$ cat config.mk
export PLATFORM = sky130hd
export DESIGN_NAME = leitor_vizinhos
export DESIGN_NICKNAME = d
export VERILOG_FILES = /design/src/rtl/leitor_vizinhos.sv
export SDC_FILE = /design/constraint.sdc
export NUM_CORES = 1
export LEC_CHECK = 0
export CORE_AREA = 3 3 235 237
export DETAILED_ROUTE_END_ITERATION = 8
export DIE_AREA = 0 0 238 240
export PLACE_DENSITY = 0.56
export SLEW_MARGIN = 30
export SYNTH_ARGS = -nofsm -noshare
export SYNTH_HDL_FRONTEND = slang
export SYNTH_SLANG_ARGS = --single-unit
$ cat constraint.sdc
create_clock -name clk -period 2.9 [get_ports clk]
set_input_delay 0.435 -clock clk [delete_from_list [all_inputs] [get_ports clk]]
set_output_delay 0.435 -clock clk [all_outputs]
set_load 0.02 [all_outputs]
$ cat src/rtl/leitor_vizinhos.sv
// -----------------------------------------------------------------------------
// leitor_vizinhos
//
// Neighbour-list reader. It owns one solicitation slot on the read arbiter
// (gerenciador_leituras). A job is a base word address plus a neighbour count.
// The reader walks the list in wide beats of NUM_READ_PORTS consecutive words.
// For each beat it raises a request and waits for the one-cycle grant. It then
// captures the returned words MEM_LATENCY edges later and presents them to the
// expander through a one-entry valid/ready buffer.
//
// The address arithmetic wraps modulo 2**ADDR_WIDTH. On the last beat,
// lanes past the end of the list are marked invalid in lane_valid_out.
//
// Ports
//   clk                in   clock
//   rst                in   synchronous reset, active-high; aborts any job
//   start_in           in   job start pulse, only honoured while idle
//   base_addr_in       in   first neighbour word address
//   num_vizinhos_in    in   number of neighbour words in the job
//   busy_out           out  job in progress (request, wait or output phase)
//   done_out           out  one-cycle pulse when the job has finished
//   lvv_read_en_out    out  read request to the arbiter
//   lvv_read_addr_out  out  lane p address at [p*ADDR_WIDTH +: ADDR_WIDTH]
//   ready_in           in   arbiter grant pulse for this slot
//   read_data_in       in   memory data returned through the arbiter
//   data_out           out  captured beat, lane p at [p*DATA_WIDH +: DATA_WIDH]
//   lane_valid_out     out  per-lane valid mask for data_out
//   data_valid_out     out  beat available to the consumer
//   data_ready_in      in   consumer accepts the beat on this edge
// -----------------------------------------------------------------------------
module leitor_vizinhos #(
    parameter int NUM_READ_PORTS = 8,
    parameter int DATA_WIDH      = 32,
    parameter int ADDR_WIDTH     = 8,
    parameter int CNT_WIDTH      = 8,
    parameter int MEM_LATENCY    = 1
) (
    input  logic                                 clk,
    input  logic                                 rst,
    input  logic                                 start_in,
    input  logic [ADDR_WIDTH-1:0]                base_addr_in,
    input  logic [CNT_WIDTH-1:0]                 num_vizinhos_in,
    output logic                                 busy_out,
    output logic                                 done_out,
    output logic                                 lvv_read_en_out,
    output logic [ADDR_WIDTH*NUM_READ_PORTS-1:0] lvv_read_addr_out,
    input  logic                                 ready_in,
    input  logic [DATA_WIDH*NUM_READ_PORTS-1:0]  read_data_in,
    output logic [DATA_WIDH*NUM_READ_PORTS-1:0]  data_out,
    output logic [NUM_READ_PORTS-1:0]            lane_valid_out,
    output logic                                 data_valid_out,
    input  logic                                 data_ready_in
);

    // Lane index width, and a word-position width large enough that
    // beat*NUM_READ_PORTS + lane can never overflow before it is compared
    // with the count.
    localparam int LANE_W = (NUM_READ_PORTS > 1) ? $clog2(NUM_READ_PORTS) : 1;
    localparam int POS_W  = CNT_WIDTH + LANE_W + 1;
    localparam int LAT_W  = (MEM_LATENCY > 1) ? $clog2(MEM_LATENCY + 1) : 1;

    typedef enum logic [2:0] {
        IDLE,
        REQ,
        WAIT_DATA,
        OUT,
        FIN
    } state_t;

    state_t state, state_next;

    // Job context and per-beat datapath registers.
    logic [ADDR_WIDTH-1:0]                base_q;
    logic [CNT_WIDTH-1:0]                 count_q;
    logic [CNT_WIDTH-1:0]                 beat_q;
    logic [LAT_W-1:0]                     lat_q;
    logic [ADDR_WIDTH*NUM_READ_PORTS-1:0] addr_q;
    logic [DATA_WIDH*NUM_READ_PORTS-1:0]  data_q;
    logic [NUM_READ_PORTS-1:0]            lane_q;

    // Decoded events used by both the FSM and the datapath.
    logic job_start;
    logic grant;
    logic capture;
    logic accept;
    logic last_beat;

    // -------------------------------------------------------------------------
    // Helpers
    // -------------------------------------------------------------------------

    // Address of every lane for a given beat. The sum is truncated to
    // ADDR_WIDTH on purpose, so a list that runs past the top of the address
    // space wraps to address 0.
    function automatic logic [ADDR_WIDTH*NUM_READ_PORTS-1:0] lane_addrs(
        input logic [ADDR_WIDTH-1:0] base,
        input logic [CNT_WIDTH-1:0]  beat
    );
        logic [POS_W-1:0] pos;
        lane_addrs = '0;
        for (int p = 0; p < NUM_READ_PORTS; p++) begin
            pos = POS_W'(beat) * POS_W'(NUM_READ_PORTS) + POS_W'(p);
            lane_addrs[p*ADDR_WIDTH +: ADDR_WIDTH] = base + ADDR_WIDTH'(pos);
        end
    endfunction

    // A lane is valid when its word position lies inside the list.
    function automatic logic [NUM_READ_PORTS-1:0] lane_mask(
        input logic [CNT_WIDTH-1:0] count,
        input logic [CNT_WIDTH-1:0] beat
    );
        logic [POS_W-1:0] pos;
        lane_mask = '0;
        for (int p = 0; p < NUM_READ_PORTS; p++) begin
            pos = POS_W'(beat) * POS_W'(NUM_READ_PORTS) + POS_W'(p);
            lane_mask[p] = (pos < POS_W'(count));
        end
    endfunction

    // -------------------------------------------------------------------------
    // Event decode
    // -------------------------------------------------------------------------
    assign job_start = (state == IDLE) && start_in;
    assign grant     = (state == REQ) && ready_in;
    assign capture   = (state == WAIT_DATA) && (lat_q == LAT_W'(MEM_LATENCY));
    assign accept    = (state == OUT) && data_ready_in;

    // This is the last beat once the words covered so far reach the count.
    assign last_beat = ((POS_W'(beat_q) + POS_W'(1)) * POS_W'(NUM_READ_PORTS))
                       >= POS_W'(count_q);

    // -------------------------------------------------------------------------
    // FSM: state register
    // -------------------------------------------------------------------------
    // NOTE: sequential state uses non-blocking assignments only, so every
    // register samples the values from before the edge regardless of
    // process ordering.
    always_ff @(posedge clk) begin
        if (rst) begin
            state <= IDLE;
        end else begin
            state <= state_next;
        end
    end

    // -------------------------------------------------------------------------
    // FSM: next-state logic
    // -------------------------------------------------------------------------
    // NOTE: state_next gets a default before the case, so no path leaves it
    // unassigned and no latch is inferred.
    always_comb begin
        state_next = state;
        unique case (state)
            IDLE: begin
                if (start_in) begin
                    state_next = (num_vizinhos_in == '0) ? FIN : REQ;
                end
            end
            REQ: begin
                // The request is held until the grant pulse is sampled.
                if (ready_in) begin
                    state_next = WAIT_DATA;
                end
            end
            WAIT_DATA: begin
                if (capture) begin
                    state_next = OUT;
                end
            end
            OUT: begin
                // While the consumer holds the beat, no new request is made.
                if (data_ready_in) begin
                    state_next = last_beat ? FIN : REQ;
                end
            end
            FIN: begin
                state_next = IDLE;
            end
            default: begin
                state_next = IDLE;
            end
        endcase
    end

    // -------------------------------------------------------------------------
    // FSM: outputs decoded from the current state
    // -------------------------------------------------------------------------
    always_comb begin
        lvv_read_en_out = 1'b0;
        busy_out        = 1'b0;
        data_valid_out  = 1'b0;
        done_out        = 1'b0;
        unique case (state)
            REQ: begin
                lvv_read_en_out = 1'b1;
                busy_out        = 1'b1;
            end
            WAIT_DATA: begin
                busy_out = 1'b1;
            end
            OUT: begin
                busy_out       = 1'b1;
                data_valid_out = 1'b1;
            end
            FIN: begin
                done_out = 1'b1;
            end
            default: begin
                lvv_read_en_out = 1'b0;
            end
        endcase
    end

    // -------------------------------------------------------------------------
    // Datapath
    // -------------------------------------------------------------------------
    // NOTE: the data and mask registers are reset as well, because the
    // interface promises all-zero outputs after reset, not just an idle FSM.
    always_ff @(posedge clk) begin
        if (rst) begin
            base_q  <= '0;
            count_q <= '0;
            beat_q  <= '0;
            lat_q   <= '0;
            addr_q  <= '0;
            data_q  <= '0;
            lane_q  <= '0;
        end else begin
            if (job_start) begin
                base_q  <= base_addr_in;
                count_q <= num_vizinhos_in;
                beat_q  <= '0;
                addr_q  <= lane_addrs(base_addr_in, '0);
            end

            // The grant edge is the first of the MEM_LATENCY edges, so the
            // counter starts at 1. Capture happens when it reaches
            // MEM_LATENCY.
            if (grant) begin
                lat_q <= LAT_W'(1);
            end else if ((state == WAIT_DATA) && !capture) begin
                lat_q <= lat_q + LAT_W'(1);
            end

            if (capture) begin
                data_q <= read_data_in;
                lane_q <= lane_mask(count_q, beat_q);
            end

            // The next beat's addresses are set up while leaving OUT, so they
            // are already stable when the request re-asserts.
            if (accept && !last_beat) begin
                beat_q <= beat_q + CNT_WIDTH'(1);
                addr_q <= lane_addrs(base_q, beat_q + CNT_WIDTH'(1));
            end
        end
    end

    assign lvv_read_addr_out = addr_q;
    assign data_out          = data_q;
    assign lane_valid_out    = lane_q;

endmodule

### Wire density map

Scale bar: 50 um. 24 x 24 tiles, from black (low) to pale yellow (high), scaled to the fullest tile. Values are wire area over tile area, all layers added.
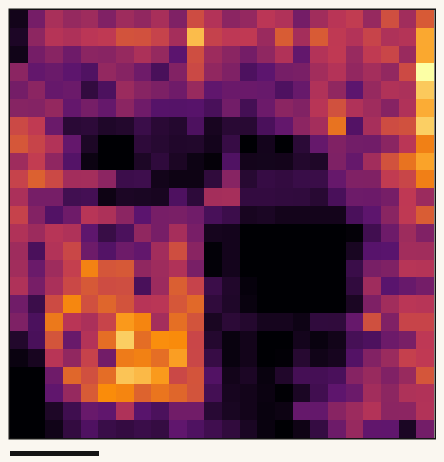
The mean over all tiles is 0.17. 19% of the tiles are over half the peak. The densest ninth of the die: upper right. 9.2% of the tiles are nearly empty. The emptiest ninth of the die: center.
number of vias after detailed routing: 14700
final WL: 58000 um
GRT Util Overall: 18.9%
mean routed wirelength per cell: 18.8 um

### Where the registers sit

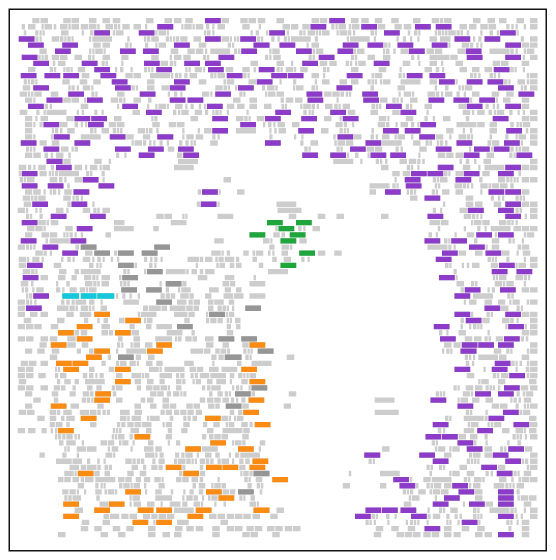
Key: green = lane_valid_out [sequential cells 8, where center]; purple = data_out [sequential cells 256, where spread over the die]; cyan = state [sequential cells 3]; orange = lvv_read_addr_out [sequential cells 54]
Another 25 sequential cells are not colored.

### Close-up of the layout

Scale bar: 20 um. Region (34, 35) to (84, 85) um. Cells in gray, sequential cells in the stronger gray; small squares are vias.
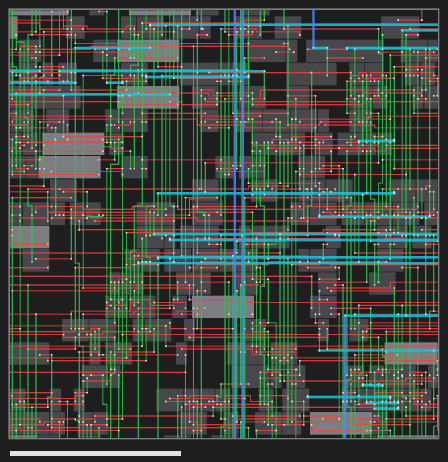
Key: red = met1; cyan = met3; blue = met4; green = met2
Netlist names of flops here include lvv_read_addr_out (8). 161 logic cells have their middle in the window. Sequential cells in the window: 8. Most frequent: a21oi_1 (18), xnor2_1 (18), xor2_1 (16).

### Placed cells, one color a class

Fill, decap, tap and diode cells in gray.
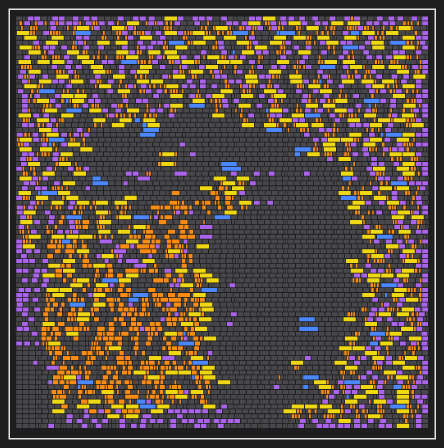
Key: orange = all other logic [cells 1308]; yellow = flops [cells 346]; purple = other buffers and delay cells [cells 655]; blue = clock drivers and dummy loads [cells 72]

==> GITHUB_STEP_SUMMARY <==
## PnR job results

| Metric | Value |
|---|---|
| Outcome | `finished clean` |
| Sw frac | `26.1%` |
| Final cell count without fillers | `3081` |
| Worst EP arrival | `2.31 ns` |
| Mean cell area of the mapped netlist | `8.00 um^2` |
| Cts repair resizes | `2` |
| Post-route ant nets | `0` |
| Maximum level of the CTS H-tree | `2` |
| FF-to-FF End | `lvv_read_addr_out[52]$_SDFFE_PP0P_` |
| Seq/Total Area, Yosys | `47.7%` |
| Largest cells by area after synthesis | `dfxtp_1 48%, nand2_1 15%, a21oi_1 11%, clkbuf_1 3.3%, ha_1 2.9%` |
| I/O Buffers | `608` |
| Max cap viols | `0` |
| Post-DP HPWL | `42000 um` |
| Reg-to-reg setup timing slack | `0.16 ns` |
| Fmax | `0.365 GHz` |
| Grt met1 use | `22.7%` |
| Max-slew headroom | `32.4%` |
| Power per cell area | `518 nW/um^2` |
| CP bufs+invs | `2` |
| Crit-path leading delay family | `buffers and inverters` |
| Tap cell count | `696` |
| Synth warn | `0` |
| Yosys xor share | `4.70%` |
| Die Y-Extent | `240 um` |
| P_sw | `3.06 mW` |
| Seq/total area | `30.6%` |
| Number of clock buffers in the layout | `62` |
| Clock Skew | `0.0289 ns` |
| Non-CTS buffers | `655` |
No activity file was given, so power comes from the tool's default toggle rates.
